Fig. 1: routed clock nets over the placement
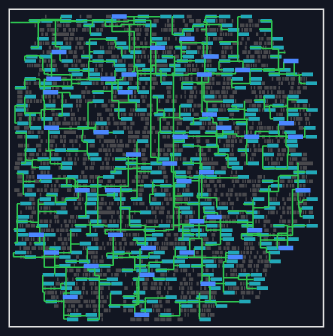
Fig. 2: sizing map
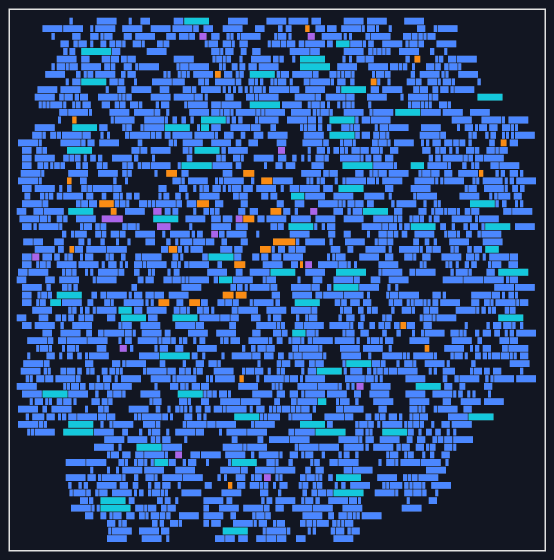
Fig. 3: met3 routing
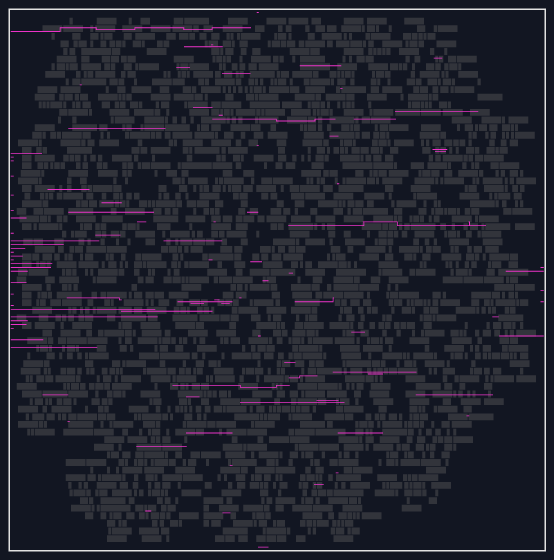
Fig. 4: gate-type map
The bar under the picture is 50 µm long.
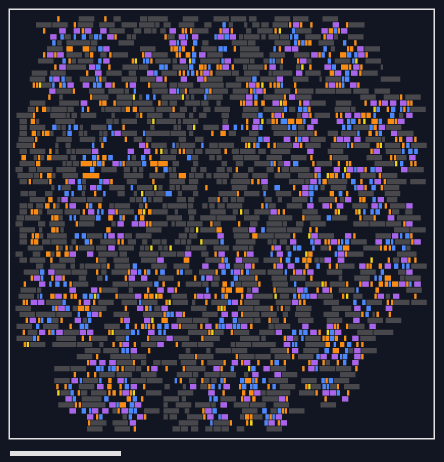
Fig. 5: track usage over the die
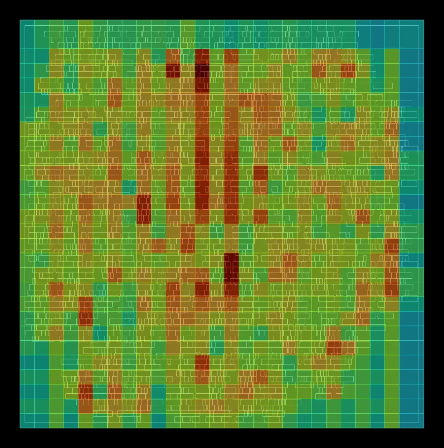
`src/rtl/pio_input_capture_slave_if.sv`:
```
// Avalon-MM bus bundle between the HPS-to-FPGA bridge and the PIO input capture slave.
// There is no waitrequest. Read data is registered and appears one cycle after avs_read.
interface pio_input_capture_slave_if;
    logic [2:0]  avs_address;
    logic        avs_read;
    logic        avs_write;
    logic [31:0] avs_writedata;
    logic [31:0] avs_readdata;

    modport master (
        output avs_address, avs_read, avs_write, avs_writedata,
        input  avs_readdata
    );

    modport slave (
        input  avs_address, avs_read, avs_write, avs_writedata,
        output avs_readdata
    );
endinterface

```
`src/rtl/pio_input_capture_slave.sv`:
```
// Debounced KEY/switch capture with sticky W1C event flags, a press counter and a level irq.
// Latency: pin to state is DEBOUNCE_CYCLES+2, read data is 1 cycle, irq is 1 cycle after its flag; no backpressure.
module pio_input_capture_slave #(
    parameter int N_BUTTONS       = 4,
    parameter int N_SWITCHES      = 10,
    parameter int DEBOUNCE_CYCLES = 500000,
    parameter int CNT_W           = 20
) (
    input  logic                      clk_clk,
    input  logic                      reset_reset_n,
    pio_input_capture_slave_if.slave  avs,
    input  logic [N_BUTTONS-1:0]      buttons_export,
    input  logic [N_SWITCHES-1:0]     switches_export,
    output logic                      irq
);
    localparam int N_IN = N_BUTTONS + N_SWITCHES;

    logic [N_IN-1:0]       sync1_q, sync2_q, deb_q, deb_d;
    logic [CNT_W-1:0]      cnt_q [N_IN];
    logic [CNT_W-1:0]      cnt_d [N_IN];
    logic [N_BUTTONS-1:0]  irq_mask_q, irq_mask_d, btn_edge_q, btn_edge_d, press_ev;
    logic [N_SWITCHES-1:0] sw_edge_q, sw_edge_d, sw_ev;
    logic                  sw_irq_en_q, sw_irq_en_d, irq_q, irq_d;
    logic [31:0]           press_cnt_q, press_cnt_d, cnt_base, press_pop;
    logic [31:0]           readdata_q, readdata_d, rd_data;
    logic                  unused_wdata;

    // Buttons are inverted as they enter the synchroniser, so a cleared flop means released.
    logic [N_IN-1:0] raw_in;
    assign raw_in = {switches_export, ~buttons_export};

    always_comb begin
        deb_d = deb_q;
        for (int i = 0; i < N_IN; i++) begin
            cnt_d[i] = '0;
            if (sync2_q[i] != deb_q[i]) begin
                if (cnt_q[i] == CNT_W'(DEBOUNCE_CYCLES - 1)) begin
                    deb_d[i] = sync2_q[i];
                end else begin
                    cnt_d[i] = cnt_q[i] + CNT_W'(1);
                end
            end
        end
    end

    assign press_ev = deb_d[N_BUTTONS-1:0] & ~deb_q[N_BUTTONS-1:0];
    assign sw_ev    = deb_d[N_IN-1:N_BUTTONS] ^ deb_q[N_IN-1:N_BUTTONS];

    always_comb begin
        irq_mask_d  = irq_mask_q;
        sw_irq_en_d = sw_irq_en_q;
        btn_edge_d  = btn_edge_q;
        sw_edge_d   = sw_edge_q;
        cnt_base    = press_cnt_q;
        press_pop   = '0;
        rd_data     = '0;
        if (avs.avs_write) begin
            case (avs.avs_address)
                3'd2: begin
                    irq_mask_d  = avs.avs_writedata[N_BUTTONS-1:0];
                    sw_irq_en_d = avs.avs_writedata[16];
                end
                3'd3: btn_edge_d = btn_edge_q & ~avs.avs_writedata[N_BUTTONS-1:0];
                3'd4: sw_edge_d  = sw_edge_q & ~avs.avs_writedata[N_SWITCHES-1:0];
                3'd5: cnt_base   = '0;
                default: ;
            endcase
        end
        // New events are OR-ed in after the clear so a same-cycle set wins.
        btn_edge_d = btn_edge_d | press_ev;
        sw_edge_d  = sw_edge_d | sw_ev;
        for (int i = 0; i < N_BUTTONS; i++) begin
            press_pop = press_pop + 32'(press_ev[i]);
        end
        press_cnt_d = cnt_base + press_pop;

        case (avs.avs_address)
            3'd0: rd_data = 32'(deb_q[N_BUTTONS-1:0]);
            3'd1: rd_data = 32'(deb_q[N_IN-1:N_BUTTONS]);
            3'd2: rd_data = 32'(irq_mask_q) | (32'(sw_irq_en_q) << 16);
            3'd3: rd_data = 32'(btn_edge_q);
            3'd4: rd_data = 32'(sw_edge_q);
            3'd5: rd_data = press_cnt_q;
            default: rd_data = '0;
        endcase
        readdata_d = avs.avs_read ? rd_data : readdata_q;
        irq_d      = (|(btn_edge_q & irq_mask_q)) | (sw_irq_en_q & (|sw_edge_q));
    end

    always_ff @(posedge clk_clk) begin
        if (!reset_reset_n) begin
            sync1_q     <= '0;
            sync2_q     <= '0;
            deb_q       <= '0;
            for (int i = 0; i < N_IN; i++) cnt_q[i] <= '0;
            irq_mask_q  <= '0;
            sw_irq_en_q <= 1'b0;
            btn_edge_q  <= '0;
            sw_edge_q   <= '0;
            press_cnt_q <= '0;
            readdata_q  <= '0;
            irq_q       <= 1'b0;
        end else begin
            sync1_q     <= raw_in;
            sync2_q     <= sync1_q;
            deb_q       <= deb_d;
            for (int i = 0; i < N_IN; i++) cnt_q[i] <= cnt_d[i];
            irq_mask_q  <= irq_mask_d;
            sw_irq_en_q <= sw_irq_en_d;
            btn_edge_q  <= btn_edge_d;
            sw_edge_q   <= sw_edge_d;
            press_cnt_q <= press_cnt_d;
            readdata_q  <= readdata_d;
            irq_q       <= irq_d;
        end
    end

    assign avs.avs_readdata = readdata_q;
    assign irq              = irq_q;
    assign unused_wdata     = ^avs.avs_writedata;
endmodule

```
`src/flat_wrapper.sv`:
```
// flat-port wrapper written by rule: the top's interface ports become plain ports
module pio_input_capture_slave_flat 
#(
    parameter int N_BUTTONS       = 4,
    parameter int N_SWITCHES      = 10,
    parameter int DEBOUNCE_CYCLES = 500000,
    parameter int CNT_W           = 20
)
  (clk_clk, reset_reset_n, buttons_export, switches_export, irq, avs_avs_address, avs_avs_read, avs_avs_write, avs_avs_writedata, avs_avs_readdata);
  pio_input_capture_slave_if avs_i ();
  input  logic clk_clk;
  input  logic reset_reset_n;
  input  logic [N_BUTTONS-1:0] buttons_export;
  input  logic [N_SWITCHES-1:0] switches_export;
  output logic irq;
  input wire logic [$bits(avs_i.avs_address)-1:0] avs_avs_address;
  input wire logic [$bits(avs_i.avs_read)-1:0] avs_avs_read;
  input wire logic [$bits(avs_i.avs_write)-1:0] avs_avs_write;
  input wire logic [$bits(avs_i.avs_writedata)-1:0] avs_avs_writedata;
  output wire logic [$bits(avs_i.avs_readdata)-1:0] avs_avs_readdata;
  assign avs_i.avs_address = avs_avs_address;
  assign avs_i.avs_read = avs_avs_read;
  assign avs_i.avs_write = avs_avs_write;
  assign avs_i.avs_writedata = avs_avs_writedata;
  assign avs_avs_readdata = avs_i.avs_readdata;
  pio_input_capture_slave #(.N_BUTTONS(N_BUTTONS), .N_SWITCHES(N_SWITCHES), .DEBOUNCE_CYCLES(DEBOUNCE_CYCLES), .CNT_W(CNT_W)) u_core (.clk_clk(clk_clk), .reset_reset_n(reset_reset_n), .avs(avs_i), .buttons_export(buttons_export), .switches_export(switches_export), .irq(irq));
endmodule
```
`config.mk`:
```
export PLATFORM = sky130hd
export DESIGN_NAME = pio_input_capture_slave_flat
export DESIGN_NICKNAME = d
export VERILOG_FILES = /design/src/rtl/pio_input_capture_slave_if.sv /design/src/rtl/pio_input_capture_slave.sv /design/src/flat_wrapper.sv
export SDC_FILE = /design/constraint.sdc
export NUM_CORES = 1
export LEC_CHECK = 0
export ABC_AREA = 0
export ABC_CLOCK_PERIOD_IN_PS = 8400
export CORE_AREA = 2 2 189 191
export DETAILED_ROUTE_END_ITERATION = 6
export DIE_AREA = 0 0 191 193
export PLACE_DENSITY_LB_ADDON = 0.15
export SLEW_MARGIN = 20
export SYNTH_ARGS = -nofsm -noshare
export SYNTH_HDL_FRONTEND = slang
export SYNTH_SLANG_ARGS = --single-unit
```
`constraint.sdc`:
```
create_clock -name clk_clk -period 8.4 [get_ports clk_clk]
set_clock_uncertainty 0.05 [all_clocks]
set_input_delay 1.68 -clock clk_clk [delete_from_list [all_inputs] [get_ports clk_clk]]
set_output_delay 1.68 -clock clk_clk [all_outputs]
set_load 0.05 [all_outputs]
```
==> flow_metrics.py <==
# Synthesis and PnR figures
metrics = {
    "status": {
        "status": "complete, no violations",
    },
    "placed_design": {
        "post_dp_cell_area_mm2": 0.0182,
        "port_buffers": 64,
        "place_congestion": 0.788,
    },
    "logic_synthesis": {
        "edf_count": 0,
        "syn_inst": 1952,
        "yosys_cells": 1952,
        "top_cells_by_area": "dfxtp_1 (47%), xor2_1 (9.6%), nor2_1 (9.2%)",
        "synth_warnings": 0,
        "simple_gate_area_share_pct": 28.2,
        "ys_sh_aoi_pct": 3.79,
    },
    "worst_setup_path": {
        "rr_worst_depth": 15,
        "critPathKind": "in2reg",
        "rr_startpoint": "u_core.cnt_q[0][20]",
        "reg2reg_slack_ns": 3.58,
    },
    "floorplan": {
        "coreArea_mm2": 0.0350,
        "rows": 69,
    },
    "routing": {
        "drc": 0,
    },
    "flow_run": {
        "cap_violations": 0,
    },
    "worst_hold_path": {
        "min_path_type": "reg2reg",
        "hp-start": "u_core.sync1_q[1]",
    },
    "clocking": {
        "cts_tree": "done",
    },
}
Notes on Fig. 1 above:
- clock wires: green (length 4880 µm)
- cells driving clock nets: blue (count 44)
- flip-flops: cyan (count 406)
- flops lie: spread over the die
Late-Pin Clk Latency: 0.55 ns
clk pwr: 2.21 mW
Clk pwr share: 52.2%

Notes on Fig. 2 above:
- drive 2: orange (cells 30)
- drive 3 to 4: purple (cells 15)
- drive 6 and up: cyan (cells 68)
- drive 1 or less: blue (cells 1937)
post-route setup slack: 3.11 ns
Syn-to-layout area delta: 16.1%
Non-clk bufs: 75
Post-Layout Inst Area: 0.0199 mm²

Notes on Fig. 3 above:
- longest straight run: 52.2 µm
- main direction: horizontal
- share of all routed wire: 3.2%
- nets with wire on the layer: 60
- wire length on this layer: 1100 µm
GR Util met3: 3.49%
DRT Wirelength: 35.0 mm

Notes on Fig. 4 above:
- XOR/XNOR gates: purple (cells 287; most used xor2_1; where spread over the die)
- inverters: yellow (cells 51; most used inv_1)
- NAND gates: blue (cells 342; most used nand3_1; where spread over the die)
- NOR gates: orange (cells 538; most used nor2_1; where spread over the die)
final non-filler cell total: 2511
combinational share of cell area: 43.3%
most frequent logic cell in the layout: nor2_1

Notes on Fig. 5 above:
Core Util, Final: 57.0%
GRT Max-Usage Layer: met2
wire length per cell: 13.9 µm
M2 GR Usage: 31.4%

[final cells by class]
class | instances | area [µm²] | area share, %
clock buffers | 58 | 1250 | 6.29
inverters | 51 | 191 | 0.960
multi-input cells | 1436 | 8630 | 43.3
flip-flops and latches | 406 | 8130 | 40.8
repair buffers | 75 | 718 | 3.60
clock inverters | 24 | 440 | 2.21
well taps | 461 | 577 | 2.89
[routing by layer]
layer	vias up	wire, µm	track usage [%]	share of wire, %
li1	6751	-	-	-
met1	6061	17400	26.1	50
met2	134	15800	31.4	45
met3	48	1100	3.49	3.2
met4	2	650	5.31	1.9
met5	-	13	0	0.037
[power by group]
| part | internal [mW] | switching, mW | total, mW |
|---|---|---|---|
| sequential | 1.94 | 0.00590 | 1.94 |
| combinational | 0.0276 | 0.0496 | 0.0772 |
| clock | 1.43 | 0.783 | 2.21 |
Power and IR drop assume default switching activity.
